<file path="config.mk">
export PLATFORM = sky130hd
export DESIGN_NAME = teclado_scan
export DESIGN_NICKNAME = d
export VERILOG_FILES = /design/src/rtl/teclado_pkg.sv /design/src/rtl/sync2.sv /design/src/rtl/teclado_scan.sv
export SDC_FILE = /design/constraint.sdc
export NUM_CORES = 1
export LEC_CHECK = 0
export ABC_CLOCK_PERIOD_IN_PS = 1760
export CORE_ASPECT_RATIO = 1.25
export CORE_MARGIN = 3
export CORE_UTILIZATION = 35
export CTS_CLUSTER_SIZE = 20
export DETAILED_ROUTE_END_ITERATION = 10
export PLACE_DENSITY = 0.58
export RECOVER_POWER = 100
export SLEW_MARGIN = 25
export SYNTH_ARGS = -nofsm -noshare
export SYNTH_HDL_FRONTEND = slang
export SYNTH_HIERARCHICAL = 1
export SYNTH_SLANG_ARGS = --single-unit
</file>
<file path="constraint.sdc">
create_clock -name clk -period 1.76 [get_ports clk]
set_clock_uncertainty 0.1 [all_clocks]
set_input_delay 0.352 -clock clk [delete_from_list [all_inputs] [get_ports clk]]
set_output_delay 0.352 -clock clk [all_outputs]
set_load 0.005 [all_outputs]
</file>
<file path="src/rtl/teclado_pkg.sv">
// Shared definitions for the keypad scanner: FSM state encoding and the
// code-width helper used to size key indices.
package teclado_pkg;

    typedef enum logic [1:0] {
        ST_SCAN     = 2'd0,
        ST_DEBOUNCE = 2'd1,
        ST_PRESSED  = 2'd2,
        ST_RELEASE  = 2'd3
    } state_t;

    // Bits needed to index n items, never less than 1.
    function automatic int code_w(input int n);
        int w;
        w = 1;
        while ((1 << w) < n) w++;
        return w;
    endfunction

endpackage

</file>
<file path="src/rtl/sync2.sv">
// Two-flop synchroniser for asynchronous inputs, width-parameterised.
module sync2 #(
    parameter int W = 1
) (
    input  logic         clk,
    input  logic         rst,
    input  logic [W-1:0] d,
    output logic [W-1:0] q
);
    logic [W-1:0] meta;

    always_ff @(posedge clk) begin
        if (rst) begin
            meta <= '0;
            q    <= '0;
        end else begin
            meta <= d;
            q    <= meta;
        end
    end

endmodule

</file>
<file path="src/rtl/teclado_scan.sv">
// Matrix keypad scanner: rotates a one-hot column drive, debounces press and
// release of the first key found, and conditions a separate enter button.
module teclado_scan
    import teclado_pkg::*;
#(
    parameter int  N_COL    = 4,
    parameter int  N_ROW    = 4,
    parameter int  SCAN_DIV = 4,
    parameter int  DEB_CNT  = 3,
    localparam int CODE_W   = code_w(N_ROW * N_COL)
) (
    input  logic              clk,
    input  logic              rst,
    input  logic [N_ROW-1:0]  fila,
    input  logic              enter,
    output logic [N_COL-1:0]  col,
    output logic [CODE_W-1:0] key_code,
    output logic              key_valid,
    output logic              key_down,
    output logic              enter_sync,
    output logic              enter_pulse
);
    localparam int         DIV_W   = code_w(SCAN_DIV);
    localparam int         ROW_W   = code_w(N_ROW);
    localparam int         COL_W   = code_w(N_COL);
    localparam logic [3:0] DEB_LIM = 4'(DEB_CNT);

    logic [N_ROW-1:0] fila_s;
    logic             enter_sync_d;
    logic [DIV_W-1:0] div_cnt;
    logic             strobe;
    state_t           state;
    logic [3:0]       deb_cnt;
    logic [ROW_W-1:0] row_q;
    logic [ROW_W-1:0] low_row;
    logic [COL_W-1:0] col_idx;
    logic [N_COL-1:0] col_rot;
    logic             row_hit;

    sync2 #(.W(N_ROW)) u_sync_fila (
        .clk (clk),
        .rst (rst),
        .d   (fila),
        .q   (fila_s)
    );

    sync2 #(.W(1)) u_sync_enter (
        .clk (clk),
        .rst (rst),
        .d   (enter),
        .q   (enter_sync)
    );

    assign strobe  = (div_cnt == DIV_W'(SCAN_DIV - 1));
    assign col_rot = {col[N_COL-2:0], col[N_COL-1]};

    // Lowest active row wins; column index decoded from the one-hot drive.
    always_comb begin
        low_row = '0;
        for (int i = N_ROW - 1; i >= 0; i--)
            if (fila_s[i]) low_row = ROW_W'(i);
        col_idx = '0;
        for (int j = 0; j < N_COL; j++)
            if (col[j]) col_idx = COL_W'(j);
        row_hit = 1'b0;
        for (int i = 0; i < N_ROW; i++)
            if (ROW_W'(i) == row_q) row_hit = fila_s[i];
    end

    always_ff @(posedge clk) begin
        if (rst || strobe) div_cnt <= '0;
        else               div_cnt <= div_cnt + 1'b1;
    end

    always_ff @(posedge clk) begin
        if (rst) begin
            enter_sync_d <= 1'b0;
            enter_pulse  <= 1'b0;
        end else begin
            enter_sync_d <= enter_sync;
            enter_pulse  <= enter_sync & ~enter_sync_d;
        end
    end

    always_ff @(posedge clk) begin
        if (rst) begin
            state     <= ST_SCAN;
            col       <= N_COL'(1);
            key_code  <= '0;
            key_valid <= 1'b0;
            key_down  <= 1'b0;
            deb_cnt   <= '0;
            row_q     <= '0;
        end else begin
            key_valid <= 1'b0;
            case (state)
                ST_SCAN: begin
                    if (strobe) begin
                        if (fila_s == '0) begin
                            col <= col_rot;
                        end else begin
                            row_q   <= low_row;
                            deb_cnt <= 4'd1;
                            state   <= (DEB_LIM == 4'd1) ? ST_PRESSED : ST_DEBOUNCE;
                        end
                    end
                end
                ST_DEBOUNCE: begin
                    if (strobe) begin
                        if (row_hit) begin
                            deb_cnt <= deb_cnt + 4'd1;
                            if (deb_cnt + 4'd1 >= DEB_LIM) state <= ST_PRESSED;
                        end else begin
                            col   <= col_rot;
                            state <= ST_SCAN;
                        end
                    end
                end
                ST_PRESSED: begin
                    key_code  <= CODE_W'(int'(row_q) * N_COL + int'(col_idx));
                    key_valid <= 1'b1;
                    key_down  <= 1'b1;
                    deb_cnt   <= '0;
                    state     <= ST_RELEASE;
                end
                ST_RELEASE: begin
                    // Any activity on the held column restarts the release count.
                    if (strobe) begin
                        if (fila_s != '0) begin
                            deb_cnt <= '0;
                        end else if (deb_cnt + 4'd1 >= DEB_LIM) begin
                            key_down <= 1'b0;
                            col      <= col_rot;
                            deb_cnt  <= '0;
                            state    <= ST_SCAN;
                        end else begin
                            deb_cnt <= deb_cnt + 4'd1;
                        end
                    end
                end
                default: state <= ST_SCAN;
            endcase
        end
    end

endmodule

</file>
==> flow_summary.json, run 1 <==
{
  "ys_sh_mux": 0.0570,
  "syn_nets": 149,
  "yosys_area_mm2": 0.00134,
  "synth.cellmix.simpleShare": 0.237,
  "dr.pass1.iters": 4,
  "clockBufferDepth": 2,
  "tritoncts": "done",
  "dp_cells": 214,
  "viasPerCell": 4.97,
  "finalWirelength_mm": 2.71,
  "status": "finished with violations",
  "fmax_mhz": 540,
  "avgSynthCellArea_um2": 9.63,
  "numCtsBuffers": 5,
  "grt_max_degree": 28,
  "swShare": 0.227,
  "clkTransAtPathRegs_ns": 0.06,
  "die_x_um": 61.3,
  "h-tree-depth": 2,
  "xor_area_frac": 0,
  "io_pins": 19,
  "grt_pass1_wl_mm": 4.59,
  "period_used_share": 1.05,
  "regToRegSetupSlack_ns": -0.09,
  "ys_cells": 139,
  "synth_cell_types": 40,
  "synth_seq_share": 0.479,
  "synth_cells": 139,
  "die-height_um": 75.1,
  "layout-drive-gt1-share": 0.316,
  "slew_viol_final": 0,
  "ant_nets": 0,
  "vias": 1124,
  "slew_headroom": 0.671,
  "critPathKind": "flop to flop",
  "syn_area_mm2": 0.00134,
  "ys_seq_elements": 32,
  "ys_top_logic_family": "simple AND/OR/NAND/NOR gates",
  "cpPeakStageDelay_ns": 0.39,
  "layout_min_cycle_time_ns": 1.85,
  "cap_viol_max_count": 0,
  "setup_ws_ns": -0.0929,
  "power.density_mw_per_mm2": 768,
  "cts_sinks": 32,
  "antenna_found_initial": 0,
  "port_buffers": 18,
  "fp_util": 0.375,
  "pwr-share-comb": 0.102,
  "diodes": 0,
  "cp.required_ns": 1.82,
  "async_reset_ff_frac": 0,
  "flop_cell": "dfxtp_1",
  "whs_ns": 0.287,
  "cp-start-kind": "flop",
  "drc_errors": 0,
  "ys_sh_aoi": 0.156,
  "internal-power_mw": 1.15,
  "leakage_nw": 0.776,
  "violations": "negative setup slack",
  "place_congestion": 0.718,
  "first_iter_violations": 50,
  "total_power_mw": 1.49,
  "hpwl_mm": 1.98,
  "finalHoldViolCount": 0,
  "grt_pass1_vias": 1084,
  "tightest_slew_ns": 0.493,
  "synth.area.top_cells": "dfxtp_1, nor2b_1, mux2i_1, nor2_1, nor3_1",
  "grt-ovfl-total": 0,
  "edf_count": 0,
  "die_area_mm2": 0.00461,
  "ir_worst_vdd_v": 0.000528,
  "critPathCaptureType": "flop",
  "yosysTopAreaCell": "dfxtp_1",
  "wl_per_cell_um": 12.0,
  "warning_count": 30,
  "finalSetupViolations": 11,
  "clock-root-buffer": "clkbuf_8",
  "seqPwrFrac": 0.514,
  "holdBufCountCts": 0,
  "crit_path_cell_trace": "mux4_2 > nor2_4 > a211o_4 > and2b_1 > a221o_1",
  "rsz0062_at_grt": "true",
  "crit_fanout": 3,
  "track_usage": 0.134,
  "worstPathArrival_ns": 1.92,
  "finalNetCount": 196,
  "crit_slowest_cell": "mux4_2",
  "yosysWarnings": 6,
  "yosysTopAreaCellShare": 0.479,
  "fillers": 317,
  "hold_path.class": "flop to flop",
  "adder_share": 0.0280,
  "area_growth_syn_to_layout_pct": 45.0,
  "switchingPower_mw": 0.338
}
[run 1: synthesized netlist by cell type (2+ instances only)]
cell type	number
mux2i_1	5
and3_1	2
nor2b_1	13
nor3_1	8
dfxtp_1	32
a21oi_1	7
o31ai_1	3
ha_1	3
nor2_1	13
a221o_1	2
nor3b_1	2
clkbuf_1	2
nand2_1	9
inv_1	6
nand3_1	2
nand2b_1	4
o41ai_1	2
o21ai_0	2
[run 1: worst paths after layout]
kind | start | to | cells past startpoint
worst max-delay path | row_q[1] | deb_cnt[3] | 5
worst min-delay path | enter_sync_d | enter_pulse | 1
worst max register to register | row_q[1] | deb_cnt[3] | 5
worst min register to register | enter_sync_d | enter_pulse | 1
[run 1: per-stage QoR]
step           cell area (um2)  setup WS (ns)  setup TNS [ns]   util
6_report                  1940        -0.0929          -0.513  0.543
4_1_cts                   1900        -0.0768          -0.509  0.531
2_1_floorplan             1360        -0.0241         -0.0859      -
5_1_grt                   1940         -0.166           -1.37  0.543
3_5_place_dp              1730         -0.176           -1.14  0.485
3_3_place_gp              1730        -0.0877          -0.592  0.485
[run 1: cell type report]
class	count	area, um2	share of cell area
multi-input combinational	95	741	0.381
sequential	32	649	0.334
clock buffer	7	86.3	0.0445
clock inverter	1	7.51	0.00387
timing repair buffer	46	384	0.198
inverter	6	25.0	0.0129
tap	39	48.8	0.0251
[run 1: sequential cells by signal (all words and copies together) (netlist names), 2 cells and up, named ones only]
register          flops
row_q                 2
key_code              4
deb_cnt               4
u_sync_fila/q         4
u_sync_fila/meta      4
div_cnt               2
col                   4
[run 1: worst max-delay path: cells and delay by family (launching register included)]
family | cells | cell delay (ns)
and+or+nand+nor | 2 | 0.24
DFF | 1 | 0.33
AOI/OAI and AO/OA | 2 | 0.68
muxes | 1 | 0.39
[run 1: power by group through the flow]
stage | clock [mW] | sequential, mW | combinational (mW)
2_1_floorplan | 0 | 0.777 | 0.0791
3_3_place_gp | 0 | 0.779 | 0.133
3_5_place_dp | 0 | 0.780 | 0.136
4_1_cts | 0.599 | 0.766 | 0.146
5_1_grt | 0.625 | 0.770 | 0.169
6_report | 0.573 | 0.767 | 0.152
[run 1: timing repair]
item	4_1_cts	5_1_grt
hold endpoints to repair	0	0
endpoints found under the setup margin	11	12
buffers inserted	2	2
pin swaps	4	6
resized	13	9
[run 1: metal layers]
metal / vias up / track usage / routed length, um
li1: 584 / - / -
met1: 514 / 0.158 / 1210
met2: 22 / 0.218 / 1340
met3: 4 / 0.0480 / 103
met4: 0 / 0.0578 / 46
met5: - / 0 / 0
[run 1: cells in the final DEF, fill, tap and decap left out, types with 3 or more instances in the layout]
master	Yosys	layout
nor2b_1	13	13
inv_1	6	5
dfxtp_2	0	4
a21oi_2	0	3
clkdlybuf4s50_1	0	7
nand2b_1	4	4
nand2_1	9	9
nor3_1	8	7
nor2_1	13	11
a21oi_1	7	4
mux2i_1	5	5
clkbuf_8	0	6
dfxtp_1	32	27
dlygate4sd3_1	0	11
buf_4	1	26
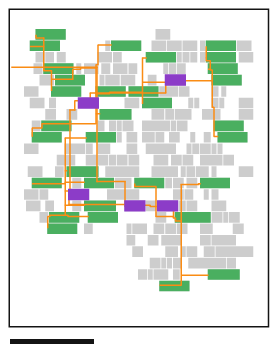
**Above:** run 1 (clock network drawn from the DEF).
Scale bar: 20 um.
Key: flip-flops = green [count 32]; cells driving clock nets = purple [count 5]; clock wires = orange [length 397 um]
There are 6 routed clock nets.
Clock Power Share: 0.384
Latency at later pin: 0.28 ns
Clk. pwr: 0.573 mW

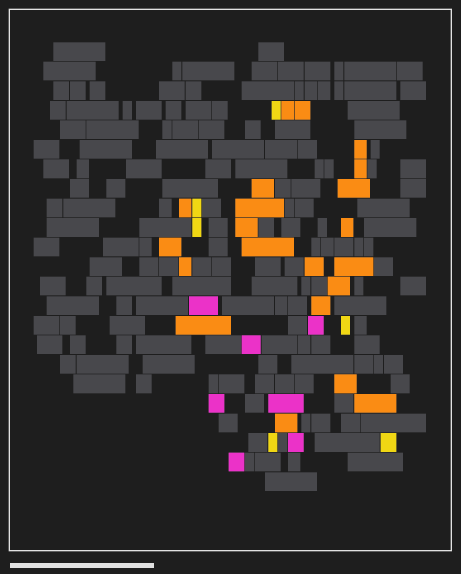
**Above:** run 1 (gate-type map).
Scale bar: 20 um.
Key: inverters = yellow [cells 6, most used inv_1]; AND and OR gates = magenta [cells 7, most used and3_1, where bottom middle]; inverting AOI/OAI gates = orange [cells 21, most used a21oi_1]
combinational share of cell area: 0.381
final cell count without fillers: 226
most numerous logic cell after layout: dfxtp_1

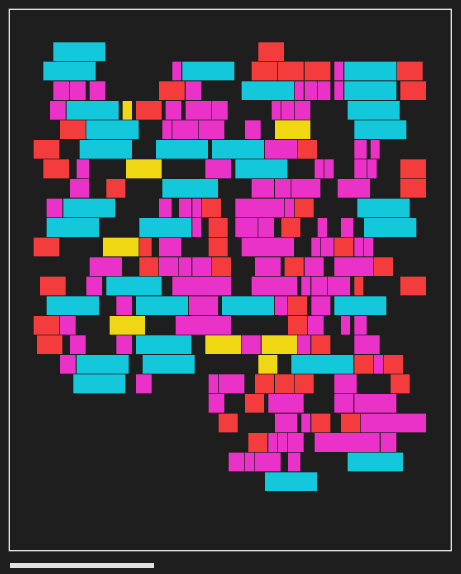
**Above:** run 1 (placement by cell class).
Scale bar: 20 um.
Key: clock drivers and dummy loads = yellow [cells 8]; other buffers and delay cells = red [cells 46]; all other logic = magenta [cells 101]; flops = cyan [cells 32]
Seq/total area: 0.334
fin util: 0.543
Row Count: 24
core footprint: 0.00357 mm2

==> run 1 -> run 2 <==
Settings changed: CAP_MARGIN set to 5.
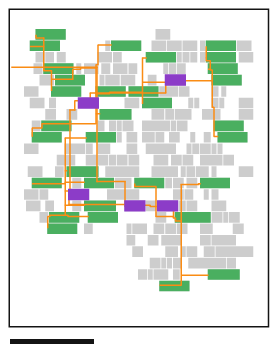
**Above:** run 2 (clock network drawn from the DEF).
Scale bar: 20 um.
Key: clock wires = orange [length 397 um]; flip-flops = green [count 32]; cells driving clock nets = purple [count 5]
There are 6 routed clock nets.

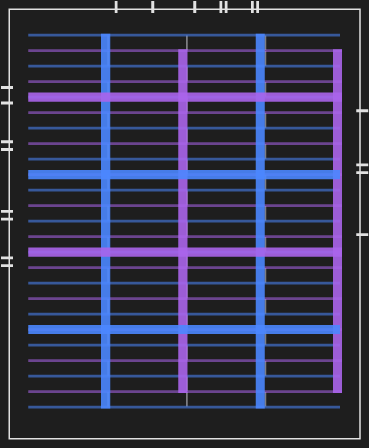
**Above:** run 2 (supply network).
Pins as bars on the die edge. Tap cells in gray.
Key: VDD = purple; VSS = blue
4 straps on met4. 4 straps on met5.

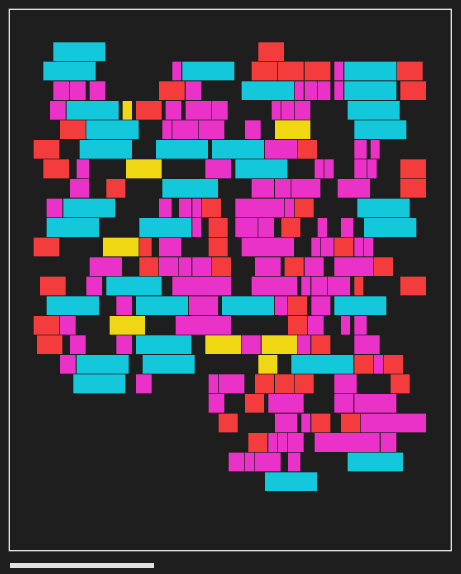
**Above:** run 2 (placement by cell class).
Scale bar: 20 um.
Key: all other logic = magenta [cells 101]; other buffers and delay cells = red [cells 46]; clock drivers and dummy loads = yellow [cells 8]; flops = cyan [cells 32]
fin area: 0.00194 mm2

==> run 2 against run 1 <==
The flow still finishes with violations (negative setup slack). Clock power barely moved. Area after synthesis did not move. Non-clock buffer count did not move. Combinational power barely moved. Synthesized cell count did not move. First-iteration DRC count did not move. Hold slack did not move. Sequential cell count did not move. Total power did not move. Final area did not move. Clock-buffer cell count did not move. Critical path depth did not move. Critical path type unchanged. Critical endpoint unchanged.
==> flow_summary.json, run 2 <==
{
  "slew_headroom": 0.671,
  "cpPeakStageDelay_ns": 0.39,
  "leakage_nw": 0.776,
  "finalNetCount": 196,
  "cp-start-kind": "flop",
  "viasPerCell": 4.97,
  "flop_cell": "dfxtp_1",
  "yosysWarnings": 6,
  "fp_util": 0.375,
  "cp.required_ns": 1.82,
  "wl_per_cell_um": 12.0,
  "place_area_mm2": 0.00173,
  "area_growth_syn_to_layout_pct": 45.0,
  "min_to": "enter_pulse",
  "warning_count": 30,
  "clockBufferDepth": 2,
  "finalHoldViolCount": 0,
  "crit_fanout": 3,
  "pwr-share-comb": 0.102,
  "rows": 24,
  "regArea_um2": 649,
  "finalSetupViolations": 11,
  "hold_path.class": "flop to flop",
  "syn_area_mm2": 0.00134,
  "port_buffers": 18,
  "crit_path_cell_trace": "mux4_2 > nor2_4 > a211o_4 > and2b_1 > a221o_1",
  "cts_sinks": 32,
  "ir_worst_vdd_v": 0.000528,
  "yosys_area_mm2": 0.00134,
  "internal-power_mw": 1.15,
  "ys_seq_elements": 32,
  "power.density_mw_per_mm2": 768,
  "ys_cells": 139,
  "reg2reg_to": "deb_cnt[3]",
  "ys_top_cells_by_count": "dfxtp_1, nor2_1, nor2b_1",
  "numCtsBuffers": 5,
  "fmax_mhz": 540,
  "grt_max_degree": 28,
  "antenna_found_initial": 0,
  "diodes": 0,
  "swShare": 0.227,
  "place_congestion": 0.718,
  "tightest_slew_ns": 0.493,
  "vias": 1124,
  "xor_area_frac": 0,
  "whs_path_depth": 1,
  "seqPwrFrac": 0.514,
  "adder_share": 0.0280,
  "reg2reg_from": "row_q[1]",
  "syn_nets": 149,
  "ys_sh_aoi": 0.156,
  "avgSynthCellArea_um2": 9.63,
  "synth_cell_types": 40,
  "layout-drive-gt1-share": 0.316,
  "setup_ws_ns": -0.0929,
  "tritoncts": "done",
  "synth.cellmix.simpleShare": 0.237,
  "ant_nets": 0,
  "core_mm2": 0.00357,
  "die-height_um": 75.1,
  "ys_top_logic_family": "simple AND/OR/NAND/NOR gates",
  "crit_family": "AND-OR/OR-AND gates",
  "track_usage": 0.134,
  "r2r_cells": 5,
  "drc_errors": 0,
  "die_x_um": 61.3,
  "h-tree-depth": 2,
  "grt-ovfl-total": 0,
  "slew_viol_final": 0,
  "first_iter_violations": 50,
  "async_reset_ff_frac": 0,
  "die_area_mm2": 0.00461,
  "layout_min_cycle_time_ns": 1.85,
  "fillers": 317,
  "layout_top_cells": "dfxtp_1, buf_4, nor2b_1, nor2_1, dlygate4sd3_1",
  "grt_pass1_vias": 1084,
  "ys_sh_mux": 0.0570,
  "synth.area.top_cells": "dfxtp_1, nor2b_1, mux2i_1, nor2_1, nor3_1",
  "pwr-share-clk": 0.384,
  "violations": "negative setup slack",
  "clkTransAtPathRegs_ns": 0.06,
  "hp-start": "enter_sync_d",
  "holdBufCountCts": 0,
  "critPathCaptureType": "flop",
  "layout_top_cell": "dfxtp_1",
  "total_power_mw": 1.49,
  "rsz0062_at_grt": "true",
  "worstPathArrival_ns": 1.92,
  "cap_viol_max_count": 0,
  "finalWirelength_mm": 2.71,
  "io_pins": 19,
  "yosysTopAreaCellShare": 0.479,
  "critPathKind": "flop to flop",
  "regToRegSetupSlack_ns": -0.09,
  "switchingPower_mw": 0.338,
  "status": "finished with violations",
  "clock-root-buffer": "clkbuf_8",
  "synth_seq_share": 0.479,
  "combGateArea_um2": 741,
  "grt_pass1_wl_mm": 4.59,
  "period_used_share": 1.05,
  "hpwl_mm": 1.98,
  "dr.pass1.iters": 4,
  "yosysTopAreaCell": "dfxtp_1",
  "top_cell": "dfxtp_1",
  "synth_cells": 139,
  "edf_count": 0,
  "crit_slowest_cell": "mux4_2",
  "critPathBufInv": 0,
  "clock_latency_ns": 0.28
}
==> run 2: layer usage <==
layer  global-route usage  wire, um  vias to the layer above
li1                     -         -                      584
met1                0.158      1210                      514
met2                0.218      1340                       22
met3               0.0480       103                        4
met4               0.0578        46                        0
met5                    0         0                        -
==> run 2: worst reg2reg max path: stages (launching register included) <==
cell and delay (ns):
dfxtp_2 0.33, mux4_2 0.39, nor2_4 0.06, a211o_4 0.36, and2b_1 0.18, a221o_1 0.32
==> run 2: how the worst max path moves through the flow <==
stage,endpoint,depth (start not counted),start,slack (ns)
global route,deb_cnt[0],6,deb_cnt[1],-0.17
finish,deb_cnt[3],5,row_q[1],-0.09
CTS,deb_cnt[3],5,row_q[1],-0.08
global placement,col[0],5,u_sync_fila/q[3],-0.09
detailed placement,col[3],5,u_sync_fila/q[3],-0.18
floorplan,deb_cnt[0],6,u_sync_fila/q[3],-0.02
==> run 2: timing repair <==
item                                    CTS  global route
pin swaps                                 4             6
endpoints found under the setup margin   11            12
hold endpoints to repair                  0             0
resized                                  13             9
buffers inserted                          2             2
==> run 2: power by group through the flow <==
stage | Combinational [mW] | Sequential, mW | Clock [mW]
floorplan | 0.0791 | 0.777 | 0
detailed placement | 0.136 | 0.780 | 0
finish | 0.152 | 0.767 | 0.573
CTS | 0.146 | 0.766 | 0.599
global placement | 0.133 | 0.779 | 0
global route | 0.169 | 0.770 | 0.625
==> run 2: metrics by stage <==
| step | hold WS (ns) | instances | setup WS, ns | setup TNS, ns | util |
|---|---|---|---|---|---|
| finish | 0.287 | 226 | -0.0929 | -0.513 | 0.543 |
| global route | 0.323 | 226 | -0.166 | -1.37 | 0.543 |
| CTS | 0.293 | 224 | -0.0768 | -0.509 | 0.531 |
| detailed placement | 0.283 | 214 | -0.176 | -1.14 | 0.485 |
| global placement | 0.273 | 214 | -0.0877 | -0.592 | 0.485 |
| floorplan | 0.267 | 139 | -0.0241 | -0.0859 | - |
==> run 2: layout make-up <==
type / count / share of cell area
multi-input combinational: 95 / 0.381
tap: 39 / 0.0251
inverter: 6 / 0.0129
clock buffer: 7 / 0.0445
sequential: 32 / 0.334
timing repair buffer: 46 / 0.198
clock inverter: 1 / 0.00387
==> run 2: kinds of logic (layout without fill, tap and decap cells) <==
| logic type | count (synthesis) | after routing |
|---|---|---|
| flops | 32 | 32 |
| buf+inv | 12 | 60 |
| simple gates | 60 | 60 |
| fa+ha+maj | 3 | 3 |
| compound gates | 26 | 26 |
| mux | 6 | 6 |
==> run 2 -> run 3 <==
Settings changed: CELL_PAD_IN_SITES_DETAIL_PLACEMENT set to 0, CELL_PAD_IN_SITES_GLOBAL_PLACEMENT set to 1, GPL_ROUTABILITY_DRIVEN set to 0, HOLD_SLACK_MARGIN set to 0.05, PLACE_DENSITY 0.58 to 0.72.
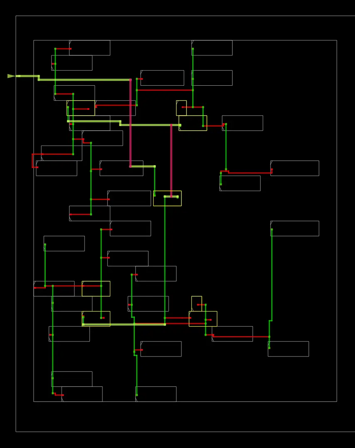
**Above:** run 3 (the clock network).
Num Clock Sinks: 32
Num CTS Buffers: 5

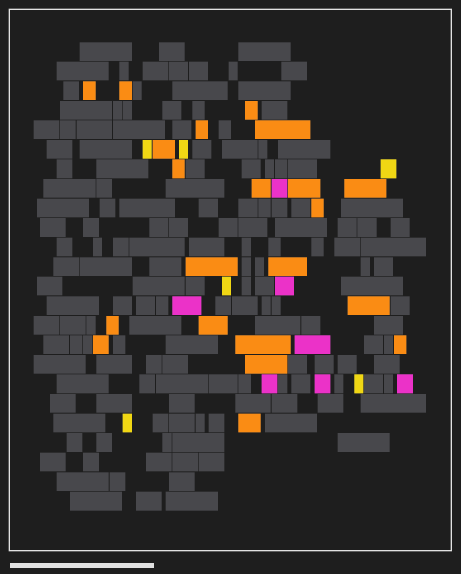
**Above:** run 3 (gate-type map).
Scale bar: 20 um.
Key: inverters = yellow [cells 6, most used inv_1]; AND and OR gates = magenta [cells 7, most used and3_1]; inverting AOI/OAI gates = orange [cells 21, most used a21oi_1]
final cell count without fillers: 227
combinational share of cell area: 0.381

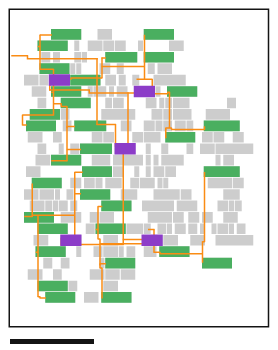
**Above:** run 3 (clock network drawn from the DEF).
Scale bar: 20 um.
Key: flip-flops = green [count 32]; clock wires = orange [length 403 um]; cells driving clock nets = purple [count 5]
There are 6 routed clock nets.
Clk. pwr: 0.571 mW
Clock Power Share: 0.382

==> run 3 against run 2 <==
The flow still finishes with violations (negative setup slack). Highest routed layer unchanged. Total power is 0.22% higher. Die area unchanged. Non-clock buffer count increased by 1. Area after synthesis stayed put. Routed wire length up 5.8%. Final area up 1.5%. Setup slack improved by 0.029 ns. Register-to-register slack gained 0.03 ns. Via count grew 2.6%. Synthesized cell count stayed put. Critical endpoint is now deb_cnt[0]. Sequential share of layout area down 0.38 points. Clock-buffer cell count is 1 lower.
==> flow_summary.json, run 3 <==
{
  "status": "finished with violations",
  "violations": "negative setup slack",
  "regToRegSetupSlack_ns": -0.06,
  "slew_viol_final": 0,
  "yosysTopAreaCellShare": 0.479,
  "setup_ws_ns": -0.0634,
  "area_growth_syn_to_layout_pct": 47.3,
  "synth.area.top_cells": "dfxtp_1, nor2b_1, mux2i_1, nor2_1, nor3_1",
  "ant_nets": 0,
  "synth_cell_types": 40,
  "leakage_nw": 0.789,
  "grt_max_degree": 22,
  "edf_count": 0,
  "h-tree-depth": 2,
  "seqPwrFrac": 0.513,
  "critPathCaptureType": "flop",
  "yosysTopAreaCell": "dfxtp_1",
  "syn_area_mm2": 0.00134,
  "ys_cells": 139,
  "async_reset_ff_frac": 0,
  "die_area_mm2": 0.00461,
  "place_area_mm2": 0.00176,
  "die-height_um": 75.1,
  "dp_slack_ns": -0.188,
  "period_used_share": 1.04,
  "layout-drive-gt1-share": 0.324,
  "tritoncts": "done",
  "synth_seq_share": 0.479,
  "top_cell": "dfxtp_1",
  "critPathKind": "flop to flop",
  "track_usage": 0.149,
  "fp_util": 0.375,
  "finalHoldViolCount": 0,
  "finalNetCount": 197,
  "flop_cell": "dfxtp_1",
  "worstPathArrival_ns": 1.89,
  "warning_count": 30,
  "grt_pass1_vias": 1197,
  "crit_slowest_cell": "or4_4",
  "power.density_mw_per_mm2": 758,
  "rsz0062_at_grt": "true",
  "swShare": 0.231,
  "cp-start-kind": "flop",
  "finalSetupViolations": 9,
  "io_pins": 19,
  "cpPeakStageDelay_ns": 0.58,
  "hpwl_mm": 2.09,
  "rows": 24,
  "avgSynthCellArea_um2": 9.63,
  "switchingPower_mw": 0.346,
  "grt_pass1_wl_mm": 4.98,
  "internal-power_mw": 1.15,
  "layout_top_cells": "dfxtp_1, buf_4, nor2b_1, nor2_1, dlygate4sd3_1",
  "slew_headroom": 0.659,
  "first_iter_violations": 13,
  "die_x_um": 61.3,
  "cap_viol_max_count": 0,
  "ys_seq_elements": 32,
  "dr.pass1.iters": 5,
  "grt-ovfl-total": 0,
  "yosysWarnings": 6,
  "wl_per_cell_um": 12.6,
  "syn_nets": 149,
  "clkTransAtPathRegs_ns": 0.07,
  "tightest_slew_ns": 0.511,
  "postLayoutCellArea_mm2": 0.00197,
  "ys_top_cells_by_count": "dfxtp_1, nor2_1, nor2b_1",
  "layout_min_cycle_time_ns": 1.82,
  "drc_errors": 0,
  "holdBufCountCts": 0,
  "fmax_mhz": 548,
  "pwr-share-comb": 0.105,
  "clockBufferDepth": 2,
  "yosys_area_mm2": 0.00134,
  "finalWirelength_mm": 2.86,
  "crit_fanout": 5,
  "synth_cells": 139,
  "hold_path.class": "flop to flop",
  "core_mm2": 0.00357,
  "vias": 1153,
  "cp.required_ns": 1.82,
  "viasPerCell": 5.08,
  "clock_latency_ns": 0.28,
  "clock-root-buffer": "clkbuf_8",
  "diodes": 0,
  "antenna_found_initial": 0,
  "ir_worst_vdd_v": 0.000622,
  "layout_top_cell": "dfxtp_1",
  "crit_path_cell_trace": "or4_4 > a211oi_4 > a211o_4 > mux2i_1 > o41ai_2",
  "dp_cells": 217,
  "port_buffers": 18
}
-- run 3: cell counts after synthesis --
Identical to the previous run, type by type.
-- run 3: routing by layer --
layer  vias up  global-route usage  wire (um)
met5         -                   0          0
met1       551               0.150       1160
li1        581                   -          -
met2        17               0.272       1570
met4         0              0.0651         28
met3         4              0.0480        100
-- run 3: what timing repair did --
item,4_1_cts,5_1_grt
gates resized,17,9
buffers inserted,2,0
endpoints found under the setup margin,11,11
pin swaps,11,9
cloned,0,0
-- run 3: path summary, 6_finish.rpt --
| kind | start | endpoint | depth (start not counted) |
|---|---|---|---|
| setup / recovery | u_sync_fila/q[3] | deb_cnt[0] | 5 |
| hold / removal | enter_sync_d | enter_pulse | 1 |
| setup reg to reg | u_sync_fila/q[3] | deb_cnt[0] | 5 |
| hold reg to reg | enter_sync_d | enter_pulse | 1 |
-- run 3: cells by family after synthesis --
group	after synthesis	synth area share
adders and majority gates	3	0.0280
AOI/OAI and AO/OA	26	0.156
DFF	32	0.479
buffers and inverters	12	0.0430
muxes	6	0.0570
and+or+nand+nor	60	0.237
-- run 3: power by group through the flow --
stage / logic, mW / registers [mW] / clock network, mW
CTS: 0.155 / 0.765 / 0.596
detailed placement: 0.141 / 0.781 / 0
global placement: 0.137 / 0.780 / 0
floorplan: 0.0791 / 0.777 / 0
finish: 0.157 / 0.766 / 0.571
global route: 0.172 / 0.768 / 0.634
-- run 3: critical path, delay by kind of cell (launching register included) --
kind / cells / cell delay, ns
AND/OR/NAND/NOR: 1 / 0.58
AND-OR/OR-AND: 3 / 0.50
flip-flops: 1 / 0.32
multiplexers: 1 / 0.21
-- run 3: layout make-up --
| type | count | area, um2 |
|---|---|---|
| Timing Repair Buffer | 47 | 402 |
| Sequential cell | 32 | 652 |
| Clock inverter | 2 | 10.0 |
| Inverter | 6 | 25.0 |
| Fill cell | 355 | 1600 |
| Tap cell | 39 | 48.8 |
| Clock buffer | 6 | 82.6 |
| Multi-Input combinational cell | 95 | 752 |
-- run 3: stage by stage --
stage	util	setup TNS [ns]	power (mW)	hold slack, ns
final	0.552	-0.379	1.49	0.287
after global routing	0.552	-1.25	1.57	0.310
after CTS	0.541	-0.345	1.52	0.292
after detailed placement	0.492	-1.23	0.922	0.279
after global placement	0.492	-0.588	0.916	0.278
after floorplan	-	-0.0859	0.856	0.267
Power is estimated from default activity; no workload was simulated.
